`src/rtl/psk_symbol_mapper.sv`:
```
// psk_symbol_mapper
// Packs a serial coded-bit stream into 1/2/3-bit symbols (BPSK/QPSK/8PSK),
// Gray-maps each symbol onto an 8-point phase grid, rotates it by the current
// 45-degree-step phase offset and emits signed I/Q samples.
//
// Ports:
//   i_clk, i_reset        clock, synchronous active-high reset
//   i_bits_per_sym        1/2/3 bits per symbol, latched while i_reset=1
//   i_angle_step          phase increment (45 deg units), latched while i_reset=1
//   i_rotate_period       symbols between rotations (auto mode)
//   i_shift_phase_stb     advance phase (manual mode)
//   i_sync                restart rotation symbol counter (auto mode)
//   o_last_phase_stb      registered pulse when the angle wraps to 0
//   i_bit/i_bit_valid/o_bit_ready   coded-bit input stream
//   o_data_i/o_data_q/o_valid/i_ready  signed I/Q output stream
//
// Handshakes: a transfer happens on a rising edge where valid & ready are both
// high. A producer holds its data stable while valid & ~ready; valid never
// depends combinationally on ready. o_bit_ready only drops on the last bit of
// a symbol when the output register is full and not being drained.
module psk_symbol_mapper #(
  parameter int IQ_WIDTH            = 10,
  parameter int ROTATE_PERIOD_WIDTH = 24,
  parameter int AUTO_PHASE_CTRL     = 0
) (
  input  logic                           i_clk,
  input  logic                           i_reset,
  input  logic [2:0]                     i_bits_per_sym,
  input  logic [2:0]                     i_angle_step,
  input  logic [ROTATE_PERIOD_WIDTH-1:0] i_rotate_period,
  input  logic                           i_shift_phase_stb,
  input  logic                           i_sync,
  output logic                           o_last_phase_stb,
  input  logic                           i_bit,
  input  logic                           i_bit_valid,
  output logic                           o_bit_ready,
  output logic [IQ_WIDTH-1:0]            o_data_i,
  output logic [IQ_WIDTH-1:0]            o_data_q,
  output logic                           o_valid,
  input  logic                           i_ready
);

  localparam int A_INT = (1 << (IQ_WIDTH - 1)) - 1;
  // round(0.707 * A) in integer arithmetic
  localparam int B_INT = (A_INT * 707 + 500) / 1000;
  localparam logic [IQ_WIDTH-1:0] P_A  = IQ_WIDTH'(A_INT);
  localparam logic [IQ_WIDTH-1:0] N_A  = IQ_WIDTH'(-A_INT);
  localparam logic [IQ_WIDTH-1:0] P_B  = IQ_WIDTH'(B_INT);
  localparam logic [IQ_WIDTH-1:0] N_B  = IQ_WIDTH'(-B_INT);
  localparam logic [IQ_WIDTH-1:0] ZERO = '0;

  logic [1:0]                     r_cnt_last;  // N-1
  logic [2:0]                     r_step;
  logic [1:0]                     r_bit_cnt;
  logic [1:0]                     r_sym;
  logic [2:0]                     r_angle;
  logic [ROTATE_PERIOD_WIDTH-1:0] r_sym_cnt;
  logic                           r_last_phase_stb;
  logic                           r_valid;
  logic [IQ_WIDTH-1:0]            r_data_i;
  logic [IQ_WIDTH-1:0]            r_data_q;

  logic [1:0]          w_cnt_last_cfg;
  logic                w_last_bit;
  logic                w_accept;
  logic                w_complete;
  logic [2:0]          w_sym;
  logic [2:0]          w_p;
  logic [2:0]          w_k;
  logic [IQ_WIDTH-1:0] w_i;
  logic [IQ_WIDTH-1:0] w_q;
  logic [2:0]          w_angle_sum;
  logic                w_auto_tick;
  logic                w_next_phase;

  // Unsupported bits-per-symbol settings fall back to BPSK.
  always_comb begin
    w_cnt_last_cfg = 2'd0;
    case (i_bits_per_sym)
      3'd2:    w_cnt_last_cfg = 2'd1;
      3'd3:    w_cnt_last_cfg = 2'd2;
      default: w_cnt_last_cfg = 2'd0;
    endcase
  end

  assign w_last_bit  = (r_bit_cnt == r_cnt_last);
  assign o_bit_ready = ~w_last_bit | ~r_valid | i_ready;
  assign w_accept    = i_bit_valid & o_bit_ready;
  assign w_complete  = w_accept & w_last_bit;

  // Earlier bits sit in r_sym (oldest highest), current bit is the LSB.
  assign w_sym = {r_sym, i_bit};

  always_comb begin
    w_p = 3'd0;
    case (r_cnt_last)
      2'd1: begin
        case (w_sym[1:0])
          2'b00:   w_p = 3'd1;
          2'b10:   w_p = 3'd3;
          2'b11:   w_p = 3'd5;
          default: w_p = 3'd7;
        endcase
      end
      2'd2: begin
        case (w_sym)
          3'b000:  w_p = 3'd0;
          3'b001:  w_p = 3'd1;
          3'b011:  w_p = 3'd2;
          3'b010:  w_p = 3'd3;
          3'b110:  w_p = 3'd4;
          3'b111:  w_p = 3'd5;
          3'b101:  w_p = 3'd6;
          default: w_p = 3'd7;
        endcase
      end
      default: w_p = w_sym[0] ? 3'd4 : 3'd0;
    endcase
  end

  // Rotation uses the angle before any same-cycle update.
  assign w_k = w_p + r_angle;

  always_comb begin
    w_i = ZERO;
    w_q = ZERO;
    case (w_k)
      3'd0: begin w_i = P_A;  w_q = ZERO; end
      3'd1: begin w_i = P_B;  w_q = P_B;  end
      3'd2: begin w_i = ZERO; w_q = P_A;  end
      3'd3: begin w_i = N_B;  w_q = P_B;  end
      3'd4: begin w_i = N_A;  w_q = ZERO; end
      3'd5: begin w_i = N_B;  w_q = N_B;  end
      3'd6: begin w_i = ZERO; w_q = N_A;  end
      default: begin w_i = P_B; w_q = N_B; end
    endcase
  end

  // i_sync takes priority over the period tick.
  assign w_auto_tick  = w_complete & ~i_sync & (r_sym_cnt == i_rotate_period);
  assign w_next_phase = (AUTO_PHASE_CTRL != 0) ? w_auto_tick : i_shift_phase_stb;
  assign w_angle_sum  = r_angle + r_step;

  always_ff @(posedge i_clk) begin
    if (i_reset) begin
      r_cnt_last       <= w_cnt_last_cfg;
      r_step           <= i_angle_step;
      r_bit_cnt        <= 2'd0;
      r_sym            <= 2'd0;
      r_angle          <= 3'd0;
      r_sym_cnt        <= '0;
      r_last_phase_stb <= 1'b0;
      r_valid          <= 1'b0;
      r_data_i         <= '0;
      r_data_q         <= '0;
    end else begin
      if (w_accept) begin
        r_sym     <= {r_sym[0], i_bit};
        r_bit_cnt <= w_last_bit ? 2'd0 : r_bit_cnt + 2'd1;
      end

      if (w_complete) begin
        r_valid  <= 1'b1;
        r_data_i <= w_i;
        r_data_q <= w_q;
      end else if (r_valid && i_ready) begin
        r_valid <= 1'b0;
      end

      if (w_next_phase) begin
        r_angle <= w_angle_sum;
      end
      r_last_phase_stb <= w_next_phase & (w_angle_sum == 3'd0);

      if (i_sync || w_auto_tick) begin
        r_sym_cnt <= '0;
      end else if (w_complete) begin
        r_sym_cnt <= r_sym_cnt + 1'b1;
      end
    end
  end

  assign o_valid          = r_valid;
  assign o_data_i         = r_data_i;
  assign o_data_q         = r_data_q;
  assign o_last_phase_stb = r_last_phase_stb;

endmodule

```
`config.mk`:
```
export PLATFORM = sky130hd
export DESIGN_NAME = psk_symbol_mapper
export DESIGN_NICKNAME = d
export VERILOG_FILES = /design/src/rtl/psk_symbol_mapper.sv
export SDC_FILE = /design/constraint.sdc
export NUM_CORES = 1
export LEC_CHECK = 0
export CAP_MARGIN = 20
export CORE_ASPECT_RATIO = 0.5
export CORE_MARGIN = 2
export CORE_UTILIZATION = 45
export CTS_CLUSTER_DIAMETER = 80
export CTS_CLUSTER_SIZE = 16
export DETAILED_ROUTE_END_ITERATION = 12
export PLACE_DENSITY_LB_ADDON = 0.3
export SYNTH_ARGS = -nofsm -noshare
export SYNTH_HDL_FRONTEND = slang
export SYNTH_SLANG_ARGS = --single-unit
```
`constraint.sdc`:
```
create_clock -name i_clk -period 6.6 [get_ports i_clk]
set_input_delay 0.99 -clock i_clk [delete_from_list [all_inputs] [get_ports i_clk]]
set_output_delay 0.99 -clock i_clk [all_outputs]
set_load 0.05 [all_outputs]
```
==> run_1/power_grid.png <==
Bar = 20 um. Pins as bars on the die edge.
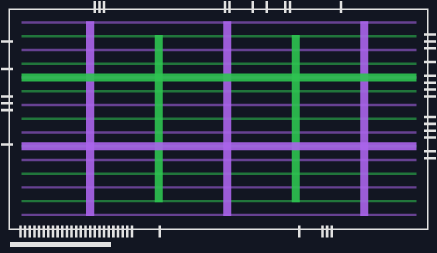
purple -> VSS
green -> VDD
met5 straps = 2
rows = 14
met1 rails = 15
worst vdd ir: 0.104 mV
core area: 0.00298 mm2
Die W: 82.6 um

==> run_1/placement_by_type.png <==
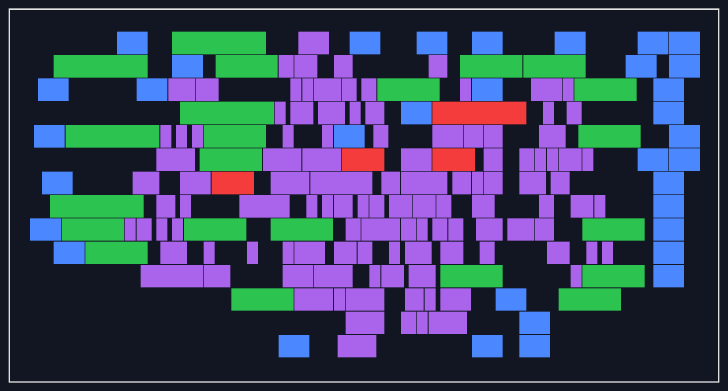
green -> flops  # cells 22, share of their area 29%
purple -> combinational and other logic  # cells 114, share of their area 47%
red -> clock drivers and dummy loads  # cells 4, share of their area 4.2%
blue -> other buffers and delay cells  # cells 34, share of their area 20%
Placement Rows: 14
Core Util, Final: 58.6%
Seq/total area: 28.1%
post-route cell area: 0.00174 mm2

==> qor.yml, run 1 <==
run_status:
  status: "complete, no violations"
routing:
  vias_per_cell: 5.27
  wl_met2_um: 1070
  met3_length_um: 131
  vias: 1127
  met1_length_um: 1240
  ant_nets: 0
  wl_per_cell_um: 11.4
  drc: 0
  drtPass1Iterations: 4
sta:
  hold_viol: 0
  worstMarginPinSlew_ns: 0.694
  final-setup-viol-count: 0
  setup_ws_ns: 2.26
  final_max_slew_viol_count: 0
  period_needed_ns: 4.34
  finClkSkew_ns: 0.00458
  fin_crit_sh_pct: 65.8
synthesis:
  syn_nets: 200
  yosysTopAreaCell: "dfxtp_1"
  ys_types: 44
  yosys_warnings: 0
  async_flop_share_pct: 0
  ys_area_mm2: 0.00139
  simple_gate_area_share_pct: 18.4
  ys.flop_type: "dfxtp_1"
  ys_seq_share_pct: 35.3
  ys_cells: 152
  synth_cells: 152
  ys_ff: 22
  area_leaders: "dfxtp_1, edfxtp_1, ha_1"
  synth-xor-area-share_pct: 4.32
setup_path:
  path_cells: "clkdlybuf4s50_1, inv_1, ha_1, nor2_1, nor2_1, o32ai_1, a22oi_1, or2_2, fa_1, xnor2_2, and4bb_2, o21a_1, o311ai_0, o211ai_1"
  critPathLaunchType: "input port"
  end_kind: "register"
  critPathMaxStageDelay_ns: 0.69
  worstSetupEndpoint: "o_data_q[7]$_SDFFE_PP0P_"
  crit_start: "i_bit"
  r2r_setup_slack_ns: 3.21
  cp_max_fo: 10
  reg2reg_depth: 13
  cp_common_cell: "nor2_1"
  timing.rr.end: "o_data_q[7]$_SDFFE_PP0P_"
  critPathTopFamily: "AND-OR/OR-AND gates"
  reg2reg_from: "r_sym[0]$_SDFFE_PP0P_"
layout:
  dominant_cells: "combinational gates"
  comb.multi_input.count: 105
  n_all_buffers: 34
  comb_share_pct: 43.5
  layout-drive-gt1-share_pct: 6.32
  nets: 223
  num-clock-buffers: 3
  clock_area_share_pct: 4.09
  fill_cells: 272
  seq_area_um2: 490
cts:
  cts-buffers-inserted: 3
  cts_setup_buffers: 0
  htree_num_levels: 1
  root_buffer: "clkbuf_8"
  clk_latency_ns: 0.26
  cts_hold_buf: 0
  ctsResizeCount: 0
global_routing:
  grtUsageTotal_pct: 15.9
  grt_util_met2_pct: 25.0
  grtUsageMet3_pct: 5.74
  gr-total-overflow: 0
  grt_use_met1_pct: 21.5
  antenna_found_initial: 0
power:
  pwr_density_cell_mw_per_mm2: 246
  pwr-share-comb_pct: 34.3
  internal-power_w: 0.000287
  switching_share_pct: 33.0
  p_leak_nw: 0.665
  power.total_w: 0.000429
  p_seq_w: 0.000159
  pg_comb_w: 0.000147
floorplanning:
  chip_area_mm2: 0.00357
  taps: 40
  core_util_floorplan_pct: 46.6
  ios: 60
placed_design:
  placed_cells: 210
  gp_congestion: 0.833
  place_area_mm2: 0.00167
  io_buffers: 34
flow_run:
  cap_violations: 0
hold_path:
  hold_end: "o_data_i[0]$_SDFFE_PP0P_"
  min_from: "o_data_i[0]$_SDFFE_PP0P_"
==> run_1/clk_routes.png <==
Bar = 20 um.
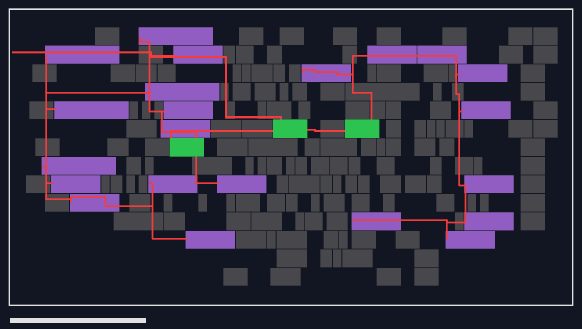
purple -> flip-flops  # count 22
green -> clock drivers  # count 3
red -> clock wires  # length 271 um
routed clock nets = 4
Clk pwr share: 28.6%
Clk. pwr: 0.000123 W

==> run 2, diff against run 1 <==
- CORE_UTILIZATION: 45 -> 38
- clock period: 6.6 -> 3.8 ns (I/O delays scaled with it)
==> run 2 against run 1 <==
Utilization is 5.7 points lower. Critical path depth is 1 lower. Wire length is 7.8% higher. Largest power group unchanged. Highest routed layer unchanged.
==> qor.yml, run 2 <==
run_status:
  status: "complete, no violations"
synthesis:
  simple_gate_area_share_pct: 18.4  # unchanged
  syn_nets: 200  # unchanged
  async_flop_share_pct: 0  # unchanged
  ys.flop_type: "dfxtp_1"
  ys_seq_share_pct: 35.3  # unchanged
  ys_area_mm2: 0.00139  # unchanged
  yosysTopAreaCell: "dfxtp_1"
  yosys_warnings: 0  # unchanged
  ys_ff: 22  # unchanged
setup_path:
  cp_num_buf_inv: 1
  critPathTopFamily: "AND-OR/OR-AND gates"
  cp_max_fo: 7  # -3
  worstSetupEndpoint: "o_data_i[9]$_SDFFE_PP0P_"
  crit_start: "r_sym[0]$_SDFFE_PP0P_"
  reg2reg_depth: 13  # unchanged
  timing.rr.end: "o_data_i[9]$_SDFFE_PP0P_"
  crit_required_ns: 3.98
  critPathLaunchType: "register"
  end_kind: "register"
  critPathMaxStageDelay_ns: 0.46  # -0.23 ns
  cp_common_cell: "nor2_1"
  reg2reg_from: "r_sym[0]$_SDFFE_PP0P_"
power:
  p_leak_nw: 0.712  # +7.1%
  pwr_density_cell_mw_per_mm2: 419  # +70%
  pg_comb_w: 0.000276  # +88%
  p_clk_w: 0.000217  # +76%
  pwr-share-comb_pct: 35.9  # +1.6 points
  switching_share_pct: 33.4  # +0.41 points
  ir_worst_vdd_mv: 0.129  # +25%
  p_clk_share_pct: 28.2  # -0.4 points
  power.total_w: 0.000769  # +79%
  p_seq_w: 0.000276  # +74%
  internal-power_w: 0.000512  # +78%
sta:
  hold_viol: 0  # unchanged
  period_needed_ns: 3.34
  worstMarginPinSlew_ns: 0.708  # +0.0140 ns
  fin_crit_sh_pct: 87.8
  final-setup-viol-count: 0  # unchanged
  final_max_slew_viol_count: 0  # unchanged
floorplanning:
  core_mm2: 0.00347  # +17%
  ios: 60  # unchanged
  rows: 15  # +1
  core_util_floorplan_pct: 40.0  # -6.6 points
  taps: 51  # +28%
  chip_area_mm2: 0.00418  # +17%
routing:
  drc: 0  # unchanged
  wl_met2_um: 1220  # +14%
  ant_nets: 0  # unchanged
  wl_per_cell_um: 11.4  # about the same
  drtPass1Iterations: 4  # unchanged
  vias_per_cell: 4.88  # -7.4%
  vias: 1127  # unchanged
layout:
  seq_area_um2: 490  # unchanged
  fill_cells: 329  # +21%
  comb_share_pct: 42.9  # -0.53 points
  comb.multi_input.count: 105  # unchanged
  nets: 229  # +2.7%
  layout-drive-gt1-share_pct: 11.7  # +5.3 points
  num-clock-buffers: 3  # unchanged
  sh_seq_area_pct: 26.7  # -1.4 points
  finish.utilization_pct: 52.9  # -5.7 points
  final_area_mm2: 0.00184  # +5.2%
  dominant_cells: "combinational gates"
cts:
  clk_latency_ns: 0.26  # about the same
  cts_setup_buffers: 0  # unchanged
  cts_hold_buf: 0  # unchanged
  htree_num_levels: 1  # unchanged
  cts-buffers-inserted: 3  # unchanged
  clock_path_buffers: 2
  root_buffer: "clkbuf_8"
  ctsResizeCount: 0  # unchanged
hold_path:
  min_from: "o_data_i[0]$_SDFFE_PP0P_"
  hold_end: "o_data_i[0]$_SDFFE_PP0P_"
global_routing:
  grtUsageTotal_pct: 13.6  # -2.2 points
  grt_use_met1_pct: 17.4  # -4.1 points
  antenna_found_initial: 0  # unchanged
  grt_util_met2_pct: 23.6  # -1.4 points
  gr-total-overflow: 0  # unchanged
  grtUsageMet3_pct: 4.22  # -1.5 points
placed_design:
  placed_cells: 227  # +8.1%
  io_buffers: 34  # unchanged
flow_run:
  cap_violations: 0  # unchanged
==> run_2/power_grid.png <==
Bar = 20 um. Pins as bars on the die edge.
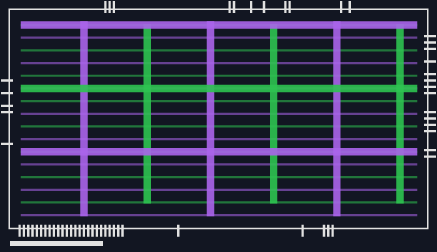
purple -> VSS
green -> VDD
rows = 15
met4 straps = 6
met5 straps = 3
met1 rails = 16
signal pins = 60
die height: 46.8 um
Die W: 89.5 um

==> run 3, diff against run 2 <==
- MAX_ROUTING_LAYER: default -> met4
==> run 3 against run 2 <==
Sequential share of layout area did not move. Total power barely moved. Global-route usage rose by 0.52 points. Critical path depth did not move. Setup slack barely moved. Count of clock-buffer cells in the layout did not move. Clock power barely moved. Final cell count did not move. Cell area did not move. Register-to-register slack barely moved. Highest routed layer unchanged.
==> qor.yml, run 3 <==
power:
  power.total_w: 0.000769  # about the same
  pg_comb_w: 0.000276  # about the same
  pwr-share-comb_pct: 35.9  # about the same
  ir_worst_vdd_mv: 0.129  # about the same
  p_leak_nw: 0.712  # unchanged
  p_seq_w: 0.000276  # about the same
  internal-power_w: 0.000512  # about the same
  p_clk_w: 0.000216  # about the same
  switching_share_pct: 33.4  # -0.036 points
  pwr_density_cell_mw_per_mm2: 419  # about the same
  p_clk_share_pct: 28.1  # about the same
setup_path:
  end_kind: "register"
  worstSetupEndpoint: "o_data_i[9]$_SDFFE_PP0P_"
  crit_start: "r_sym[0]$_SDFFE_PP0P_"
  cp_max_fo: 7  # unchanged
  arrival_ns: 3.52
  critPathMaxStageDelay_ns: 0.46  # about the same
  cp.depth: 13
  cp_num_buf_inv: 1  # unchanged
  crit_required_ns: 3.98  # about the same
  r2r_setup_slack_ns: 0.46
  path_cells: "inv_1, ha_1, nor2_1, nor2_1, o32ai_2, a22oi_1, or2_2, fa_1, xnor2_2, and4bb_2, o21a_1, o31a_1, o31ai_1"
  critPathKind: "register to register"
  critPathLaunchType: "register"
  critPathTopFamily: "AND-OR/OR-AND gates"
  timing.rr.end: "o_data_i[9]$_SDFFE_PP0P_"
  reg2reg_from: "r_sym[0]$_SDFFE_PP0P_"
  reg2reg_depth: 13  # unchanged
  cp_common_cell: "nor2_1"
layout:
  seq_area_um2: 490  # unchanged
  design.seq.count: 22
  comb_share_pct: 42.9  # unchanged
  finish.utilization_pct: 52.9  # unchanged
  comb.multi_input.count: 105  # unchanged
  num-clock-buffers: 3  # unchanged
  nets: 229  # unchanged
  lay_top_cells: "clkdlybuf4s50_1, dfxtp_1, nand2_1, nor2_1"
  fill_cells: 329  # unchanged
  buffer_area_share_pct: 21.1
  final_area_mm2: 0.00184  # unchanged
  layout-drive-gt1-share_pct: 11.7  # unchanged
  dominant_cells: "combinational gates"
synthesis:
  syn_nets: 200  # unchanged
  ys_sh_aoi_pct: 14.8
  ys.flop_type: "dfxtp_1"
  area_leaders: "dfxtp_1, edfxtp_1, ha_1"
  ys_area_mm2: 0.00139  # unchanged
  mux_area_share_pct: 6.13
  edf_count: 5
  ys_seq_share_pct: 35.3  # unchanged
  simple_gate_area_share_pct: 18.4  # unchanged
  yosys_warnings: 0  # unchanged
  ys_ff: 22  # unchanged
  ys_cells: 152
  topCombFamilyByArea: "simple AND/OR/NAND/NOR gates"
  async_flop_share_pct: 0  # unchanged
  synth_cells: 152
  yosysTopAreaCell: "dfxtp_1"
sta:
  hold_viol: 0  # unchanged
  period_needed_ns: 3.34  # +0.000476 ns
  setup_ws_ns: 0.461
  relSlewSlack_pct: 54.3
  worstMarginPinSlew_ns: 0.683  # -0.0249 ns
  final-setup-viol-count: 0  # unchanged
  fin_crit_sh_pct: 87.9  # about the same
  final_max_slew_viol_count: 0  # unchanged
routing:
  wl_per_cell_um: 11.5  # +0.42%
  routed_wl_um: 2650
  vias_per_cell: 4.88  # unchanged
  drtPass1Iterations: 4  # unchanged
  vias: 1127  # unchanged
  met3_length_um: 129
  wl_met2_um: 1230  # +0.57%
  drc: 0  # unchanged
  drtIter0Drc: 48
  ant_nets: 0  # unchanged
placed_design:
  placed_cells: 227  # unchanged
  io_buffers: 34  # unchanged
hold_path:
  min_path_cells: 2
  min_from: "o_data_i[0]$_SDFFE_PP0P_"
  hold_end: "o_data_i[0]$_SDFFE_PP0P_"
cts:
  htree_num_levels: 1  # unchanged
  root_buffer: "clkbuf_8"
  ctsResizeCount: 0  # unchanged
  clk_latency_ns: 0.26  # about the same
  cts_tree: "built"
  cts_hold_buf: 0  # unchanged
  clock_path_buffers: 2  # unchanged
  cts_setup_buffers: 0  # unchanged
  cts-buffers-inserted: 3  # unchanged
  cts.sinks: 22
global_routing:
  grtUsageTotal_pct: 14.1  # +0.52 points
  grt_max_degree: 19
  antenna_found_initial: 0  # unchanged
  grt_util_met2_pct: 23.6  # unchanged
  grtUsageMet3_pct: 4.22  # unchanged
  gr-total-overflow: 0  # unchanged
  grt_use_met1_pct: 17.5  # +0.11 points
floorplanning:
  die_y_um: 46.8  # unchanged
  die_w_um: 89.5  # unchanged
  chip_area_mm2: 0.00418  # unchanged
  taps: 51  # unchanged
  ios: 60  # unchanged
  core_util_floorplan_pct: 40.0  # unchanged
  core_mm2: 0.00347  # unchanged
flow_run:
  cap_violations: 0  # unchanged
  tool_warnings: 56
run_status:
  status: "complete, no violations"
==> run_3/placement_by_type.png <==
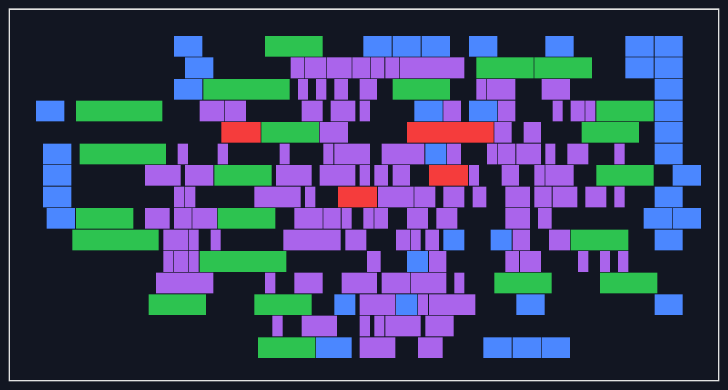
blue -> other buffers and delay cells  # cells 40, share of their area 22%
red -> clock drivers and dummy loads  # cells 4, share of their area 4.0%
purple -> combinational and other logic  # cells 114, share of their area 46%
green -> flops  # cells 22, share of their area 28%
Placement Rows: 15
Seq/total area: 26.7%

Power is estimated from default activity; no workload was simulated.
